Fig. 1: port wiring
Drawn at 1.5 px/um.
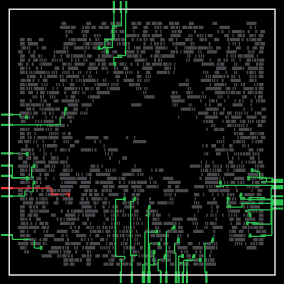
Fig. 2: cells coloured by class
Drawn at 2 px/um.
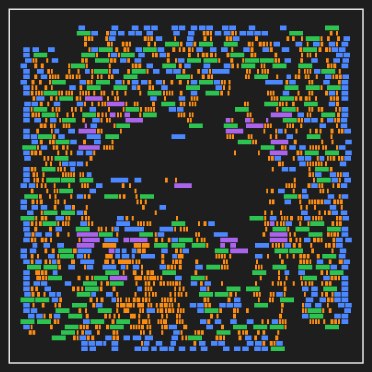
$ cat src/rtl/rv32_pkg.sv
// Shared RV32I datapath widths, funct3 encodings and ALU-control helper.
package rv32_pkg;

  localparam int unsigned XLEN       = 32;
  localparam int unsigned RIDX_W     = 5;
  localparam int unsigned ALU_CTRL_W = 4;

  localparam logic [2:0] F3_ADD  = 3'b000;
  localparam logic [2:0] F3_SLL  = 3'b001;
  localparam logic [2:0] F3_SLT  = 3'b010;
  localparam logic [2:0] F3_SLTU = 3'b011;
  localparam logic [2:0] F3_XOR  = 3'b100;
  localparam logic [2:0] F3_SR   = 3'b101;
  localparam logic [2:0] F3_OR   = 3'b110;
  localparam logic [2:0] F3_AND  = 3'b111;

  // I-type ops carry imm[10] in instr[30]; only SRAI/SRLI use it as an ALU select.
  function automatic logic [ALU_CTRL_W-1:0] alu_ctrl(input logic [2:0] funct3,
                                                     input logic       funct7_5,
                                                     input logic       use_imm);
    return {funct3, funct7_5 & ~(use_imm & (funct3 != F3_SR))};
  endfunction

endpackage

$ cat src/rtl/id_ex_stage_operand_fwd.sv
// Hazard compare and operand resolution for one held source register.
// ID_EX_FORWARD_EN selects forwarding muxes; otherwise any producer match stalls.
module operand_fwd #(
  parameter int unsigned XLEN   = rv32_pkg::XLEN,
  parameter int unsigned RIDX_W = rv32_pkg::RIDX_W
) (
  input  logic              uses,
  input  logic [RIDX_W-1:0] rs,
  input  logic [XLEN-1:0]   held_data,
  input  logic              mem_valid,
  input  logic              mem_reg_write,
  input  logic              mem_is_load,
  input  logic [RIDX_W-1:0] mem_rd,
  input  logic [XLEN-1:0]   mem_result,
  input  logic              wb_valid,
  input  logic              wb_reg_write,
  input  logic [RIDX_W-1:0] wb_rd,
  input  logic [XLEN-1:0]   wb_result,
  output logic              wb_match,
  output logic              stall,
  output logic [XLEN-1:0]   value
);
  import rv32_pkg::*;

  logic active;
  logic mem_match;

  assign active    = uses & (rs != '0);
  assign mem_match = active & mem_valid & mem_reg_write & (mem_rd == rs);
  assign wb_match  = active & wb_valid & wb_reg_write & (wb_rd == rs);

`ifdef ID_EX_FORWARD_EN
  always_comb begin
    stall = mem_match & mem_is_load;
    value = held_data;
    if (mem_match) begin
      value = mem_result;
    end else if (wb_match) begin
      value = wb_result;
    end
  end
`else
  // WB match still stalls: the stored value becomes correct only after the snoop edge.
  logic unused_fwd_data;
  assign unused_fwd_data = ^{mem_is_load, mem_result, wb_result};

  always_comb begin
    stall = mem_match | wb_match;
    value = held_data;
  end
`endif

endmodule

$ cat src/rtl/id_ex_stage.sv
// ID/EX one-entry pipeline register feeding the RV32I ALU, with RAW hazard resolution.
// Build option: ID_EX_FORWARD_EN enables MEM/WB operand forwarding (load-use stall only).
module id_ex_stage #(
  parameter int unsigned XLEN   = rv32_pkg::XLEN,
  parameter int unsigned RIDX_W = rv32_pkg::RIDX_W
) (
  input  logic              clk,
  input  logic              rst,
  input  logic              flush,
  input  logic              id_valid,
  output logic              id_ready,
  input  logic [XLEN-1:0]   id_pc,
  input  logic [XLEN-1:0]   id_rs1_data,
  input  logic [XLEN-1:0]   id_rs2_data,
  input  logic [XLEN-1:0]   id_imm,
  input  logic [RIDX_W-1:0] id_rs1,
  input  logic [RIDX_W-1:0] id_rs2,
  input  logic [RIDX_W-1:0] id_rd,
  input  logic              id_uses_rs1,
  input  logic              id_uses_rs2,
  input  logic              id_use_pc,
  input  logic              id_use_imm,
  input  logic [2:0]        id_funct3,
  input  logic              id_funct7_5,
  input  logic              id_is_load,
  input  logic              id_reg_write,
  input  logic              mem_valid,
  input  logic              mem_reg_write,
  input  logic              mem_is_load,
  input  logic [RIDX_W-1:0] mem_rd,
  input  logic [XLEN-1:0]   mem_result,
  input  logic              wb_valid,
  input  logic              wb_reg_write,
  input  logic [RIDX_W-1:0] wb_rd,
  input  logic [XLEN-1:0]   wb_result,
  output logic              ex_valid,
  input  logic              ex_ready,
  output logic [XLEN-1:0]   Op1,
  output logic [XLEN-1:0]   Op2,
  output logic [3:0]        Alu_Control,
  output logic [XLEN-1:0]   ex_store_data,
  output logic [XLEN-1:0]   ex_pc,
  output logic [RIDX_W-1:0] ex_rd,
  output logic              ex_reg_write,
  output logic              ex_is_load
);
  import rv32_pkg::*;

  logic                  held_valid;
  logic [XLEN-1:0]       h_pc;
  logic [XLEN-1:0]       h_rs1_data;
  logic [XLEN-1:0]       h_rs2_data;
  logic [XLEN-1:0]       h_imm;
  logic [RIDX_W-1:0]     h_rs1;
  logic [RIDX_W-1:0]     h_rs2;
  logic [RIDX_W-1:0]     h_rd;
  logic                  h_uses_rs1;
  logic                  h_uses_rs2;
  logic                  h_use_pc;
  logic                  h_use_imm;
  logic                  h_reg_write;
  logic                  h_is_load;
  logic [ALU_CTRL_W-1:0] h_alu_ctrl;

  logic            wb_match1;
  logic            wb_match2;
  logic            stall1;
  logic            stall2;
  logic [XLEN-1:0] rs1_val;
  logic [XLEN-1:0] rs2_val;
  logic            capture;
  logic            consume;

  // rs1 is not an ALU input when Op1 takes the PC, so it cannot cause a hazard then.
  operand_fwd #(.XLEN(XLEN), .RIDX_W(RIDX_W)) u_fwd_rs1 (
    .uses          (h_uses_rs1 & ~h_use_pc),
    .rs            (h_rs1),
    .held_data     (h_rs1_data),
    .mem_valid     (mem_valid),
    .mem_reg_write (mem_reg_write),
    .mem_is_load   (mem_is_load),
    .mem_rd        (mem_rd),
    .mem_result    (mem_result),
    .wb_valid      (wb_valid),
    .wb_reg_write  (wb_reg_write),
    .wb_rd         (wb_rd),
    .wb_result     (wb_result),
    .wb_match      (wb_match1),
    .stall         (stall1),
    .value         (rs1_val)
  );

  operand_fwd #(.XLEN(XLEN), .RIDX_W(RIDX_W)) u_fwd_rs2 (
    .uses          (h_uses_rs2),
    .rs            (h_rs2),
    .held_data     (h_rs2_data),
    .mem_valid     (mem_valid),
    .mem_reg_write (mem_reg_write),
    .mem_is_load   (mem_is_load),
    .mem_rd        (mem_rd),
    .mem_result    (mem_result),
    .wb_valid      (wb_valid),
    .wb_reg_write  (wb_reg_write),
    .wb_rd         (wb_rd),
    .wb_result     (wb_result),
    .wb_match      (wb_match2),
    .stall         (stall2),
    .value         (rs2_val)
  );

  assign ex_valid = held_valid & ~(stall1 | stall2);
  assign consume  = ex_valid & ex_ready;
  assign id_ready = ~held_valid | consume;
  assign capture  = id_valid & id_ready & ~flush;

  assign Op1           = h_use_pc  ? h_pc  : rs1_val;
  assign Op2           = h_use_imm ? h_imm : rs2_val;
  assign ex_store_data = rs2_val;
  assign Alu_Control   = h_alu_ctrl;
  assign ex_pc         = h_pc;
  assign ex_rd         = h_rd;
  assign ex_reg_write  = h_reg_write;
  assign ex_is_load    = h_is_load;

  always_ff @(posedge clk) begin
    if (rst) begin
      held_valid  <= 1'b0;
      h_pc        <= '0;
      h_rs1_data  <= '0;
      h_rs2_data  <= '0;
      h_imm       <= '0;
      h_rs1       <= '0;
      h_rs2       <= '0;
      h_rd        <= '0;
      h_uses_rs1  <= 1'b0;
      h_uses_rs2  <= 1'b0;
      h_use_pc    <= 1'b0;
      h_use_imm   <= 1'b0;
      h_reg_write <= 1'b0;
      h_is_load   <= 1'b0;
      h_alu_ctrl  <= '0;
    end else if (flush) begin
      held_valid <= 1'b0;
    end else if (capture) begin
      held_valid  <= 1'b1;
      h_pc        <= id_pc;
      h_rs1_data  <= id_rs1_data;
      h_rs2_data  <= id_rs2_data;
      h_imm       <= id_imm;
      h_rs1       <= id_rs1;
      h_rs2       <= id_rs2;
      h_rd        <= id_rd;
      h_uses_rs1  <= id_uses_rs1;
      h_uses_rs2  <= id_uses_rs2;
      h_use_pc    <= id_use_pc;
      h_use_imm   <= id_use_imm;
      h_reg_write <= id_reg_write;
      h_is_load   <= id_is_load;
      h_alu_ctrl  <= alu_ctrl(id_funct3, id_funct7_5, id_use_imm);
    end else if (consume) begin
      held_valid <= 1'b0;
    end else if (held_valid) begin
      // Snoop keeps the stored operands current while the entry waits.
      if (wb_match1) begin
        h_rs1_data <= wb_result;
      end
      if (wb_match2) begin
        h_rs2_data <= wb_result;
      end
    end
  end

endmodule
$ cat config.mk
export PLATFORM = sky130hd
export DESIGN_NAME = id_ex_stage
export DESIGN_NICKNAME = d
export VERILOG_FILES = /design/src/rtl/rv32_pkg.sv /design/src/rtl/id_ex_stage_operand_fwd.sv /design/src/rtl/id_ex_stage.sv
export SDC_FILE = /design/constraint.sdc
export NUM_CORES = 1
export LEC_CHECK = 0
export ABC_AREA = 1
export CAP_MARGIN = 20
export CORE_MARGIN = 5
export CORE_UTILIZATION = 30
export DETAILED_ROUTE_END_ITERATION = 6
export HOLD_SLACK_MARGIN = 0.1
export SLEW_MARGIN = 20
export SYNTH_ARGS = -nofsm -noshare
export SYNTH_HDL_FRONTEND = slang
export SYNTH_HIERARCHICAL = 1
export SYNTH_SLANG_ARGS = --single-unit
$ cat constraint.sdc
create_clock -name clk -period 2.6 [get_ports clk]
set_clock_uncertainty 0.05 [all_clocks]
set_input_delay 0.52 -clock clk [delete_from_list [all_inputs] [get_ports clk]]
set_output_delay 0.52 -clock clk [all_outputs]
set_load 0.01 [all_outputs]
==> results.tsv <==
stage	metric	value	unit
status	status	finished, final reports clean	
place	gp_congestion	0.827	
synthesis	synth_warnings	6	
worst_setup_path	path_class	flop to output pin	
floorplanning	die_area	31000	um^2
global_route	overflow	0	
layout	area_growth	51.2	%
synthesis	yosysUniqueCellTypes	27	
clock_tree	cts_buffers	17	
routing	drc_errors	0	
synthesis	yosysCellCount	1305	
synthesis	seq_area_frac_synth	37.2	%
place	placed_cells	1920	
worst_setup_path	crit_path_start_kind	flop	
global_route	grt_usage	19.1	%
synthesis	fp_nets	1542	
place	dpl.hpwl	23000	um
sta	finalCritPeriodShare	95.9	%
synthesis	yosys_area	8290	um^2
min_path	min_path_type	flop to flop	
routing	totalWireLength	31700	um
sta	maxSlewHeadroom	66.8	%
worst_setup_path	path_buffers	3	
layout	nets	1808	
place	placed_area	11800	um^2
power	vdd_drop_max	0.376	mV
floorplanning	die_h	176	um
worst_setup_path	cp-end-kind	output pin	
layout	final_cell_area	12500	um^2
layout	final_layout_size_suffix_gt1_share	7.20	%
sta	hold_viol	0	
floorplanning	rows	60	
clock_tree	htreeDepth	4	
sta	worstMarginPinSlew	498	ps
clock_tree	clockRootBuffer	clkbuf_16	
floorplanning	die_x	176	um
global_route	antenna_found_initial	4	
sta	slew_violations	0	
sta	fmax	401	MHz
routing	via_count	8806	
synthesis	syn-instance-count	1305	
worst_setup_path	cpPeakStageDelay	600	ps
floorplanning	fp.coreArea	27100	um^2
routing	drt_iter0_markers	378	
worst_setup_path	slowest_stage	clkdlybuf4s50_1	
synthesis	top_cells_by_area	dfxtp_1 (37%), nand2_1 (16%), o21ai_0 (7.2%)	
clock_tree	hold_buffers	0	
worst_setup_path	cpLargestDelayFamily	buffers and inverters	
global_route	grt_max_degree	71	
routing	drt_pass1_iterations	4	
power	power.density	519	nW/um^2
clock_tree	cts_tree	yes	
power	p_leak	0.00551	uW
synthesis	syn_area	8290	um^2
routing	wl_per_cell	16.2	um
worst_setup_path	required	2030	ps
routing	antenna_left	0	
synthesis	avgSynthCellArea	6.35	um^2
routing	via_per_inst	4.50	
layout	fin_cells	1958	
worst_setup_path	worstPathCellList	inv_6 > buf_12 > o21ai_0 > clkdlybuf4s50_1	
synthesis	ys_ff	154	
synthesis	synth.top_cell.area_share	37.2	%
sta	fin_crit	2490	ps
clock_tree	cts.sinks	154	
flow_run	max_cap_violations	0	
synthesis	yosys.area.top_type	dfxtp_1	
floorplanning	initCoreUtil	30.6	%
sta	final-setup-viol-count	0	
worst_setup_path	worstPathArrival	1920	ps
worst_setup_path	cp_max_fo	22	
global_route	grt_pass1_vias	8517	
clock_tree	clock_latency	420	ps
clock_tree	clk_path_buf_depth	2	
flow_run	tool_warnings	59	
clock_tree	clk_transition_reported_paths	70	ps
global_route	grt_pass1_wl	47200	um
About Fig. 1:
[id_pc] green | direction: input | edge: 13 south, 9 east, 7 west, 3 north | end cells: 32 | buffers: 32 | wire: 947 um
[id_valid] red | direction: input | edge: west | end cells: 1 | buffers: 1 | wire: 40.0 um
port bufs: 344
I/O pin cnt: 378

About Fig. 2:
[clock drivers and dummy loads] purple | cells: 31 | share of their area: 5.0%
[sequential cells] green | cells: 154 | share of their area: 26%
[remaining logic cells] orange | cells: 1006 | share of their area: 36%
[remaining buffers and delay cells] blue | cells: 392 | share of their area: 34%

[worst register-to-register path, delay by kind of cell (launching register included)]
| kind | cells | cell delay, ps |
|---|---|---|
| buf+inv | 6 | 690 |
| simple gates | 11 | 960 |
| flops | 1 | 430 |
| compound gates | 1 | 140 |
[layout by cell type, fill, tap and decap left out, drive strengths merged, types with 22 or more instances in the layout]
cell type	count
nand3	95
a21oi	92
nand2	361
buf	47
clkbuf	22
nor2	148
inv	169
dfxtp	154
o21ai	132
clkdlybuf4s50	331
[metal layers]
layer	part of all wire, %	global-route usage, %
met1	41	22.0
met2	48	33.3
met3	9.5	7.19
met4	1.9	5.26
met5	0.14	0
[where the power goes]
part | leakage, uW | switching [uW] | internal, uW | total, uW
clock | 0.000281 | 1090 | 1520 | 2610
sequential | 0.00126 | 72.1 | 2490 | 2560
combinational | 0.00397 | 626 | 704 | 1330
[synth_stat cells, drive strengths merged]
cell type	count
clkbuf	38
dfxtp	154
a21boi	1
a211oi	1
nor2	148
nand2	361
nand3b	1
xor2	4
clkinv	2
or2	4
nand4	1
o21bai	1
a21oi	92
inv	163
o21ai	132
buf	107
nand3	95
[final timing paths]
check                                             from                     endpoint  slack, ps  cells after the start
worst min register to register  h_imm[25]$_SDFFE_PP0P_       h_imm[25]$_SDFFE_PP0P_        400                      2
worst max-delay path             h_use_pc$_SDFFE_PP0P_                      Op1[14]        110                      4
worst max register to register   h_rs2[4]$_SDFFE_PP0P_  h_rs2_data[11]$_SDFFE_PP0P_        220                     18
worst min-delay path            h_imm[25]$_SDFFE_PP0P_       h_imm[25]$_SDFFE_PP0P_        400                      2
[logic make-up after synthesis]
kind of cell	Yosys count	share of synthesized area, %
AND/OR/NAND/NOR	610	30.0
buffers and inverters	310	18.5
AND-OR/OR-AND	227	13.8
flip-flops	154	37.2
XOR/XNOR	4	0.423
[flip-flops by register name (all words and copies together), names as in the netlist, 4 cells and up]
signal	flops
Alu_Control	4
ex_pc	32
ex_rd	5
h_imm	32
h_rs1	5
h_rs1_data	32
h_rs2	5
h_rs2_data	32
[stage by stage]
stage / hold slack [ps] / utilization [%] / power, uW / setup slack (ps) / TNS [ps]
detailed placement: 388 / 43.4 / 3920 / -405 / -37080
global route: 412 / 46.2 / 6830 / -11.0 / -25.4
floorplan: 374 / - / 3210 / 390 / 0
finish: 397 / 46.2 / 6500 / 106 / 0
CTS: 398 / 45.6 / 6560 / 4.65 / 0
global placement: 382 / 43.4 / 3910 / -397 / -35680
[timing repair]
item | in CTS | in global routing
resized | 16 | 32
setup endpoints to repair | 20 | 145
pin swaps | 3 | 6
gates cloned | 0 | 3
setup buffers | 1 | 0
[area by class of cell]
type	instances	area (um^2)
clock buffers	19	433
well taps	372	465
multi-input cells	841	3690
fillers	2791	14600
clock inverters	12	165
diodes	3	7.51
flip-flops and latches	154	3080
repair buffers	392	4050
inverters	165	629
Power is estimated from default activity; no workload was simulated.
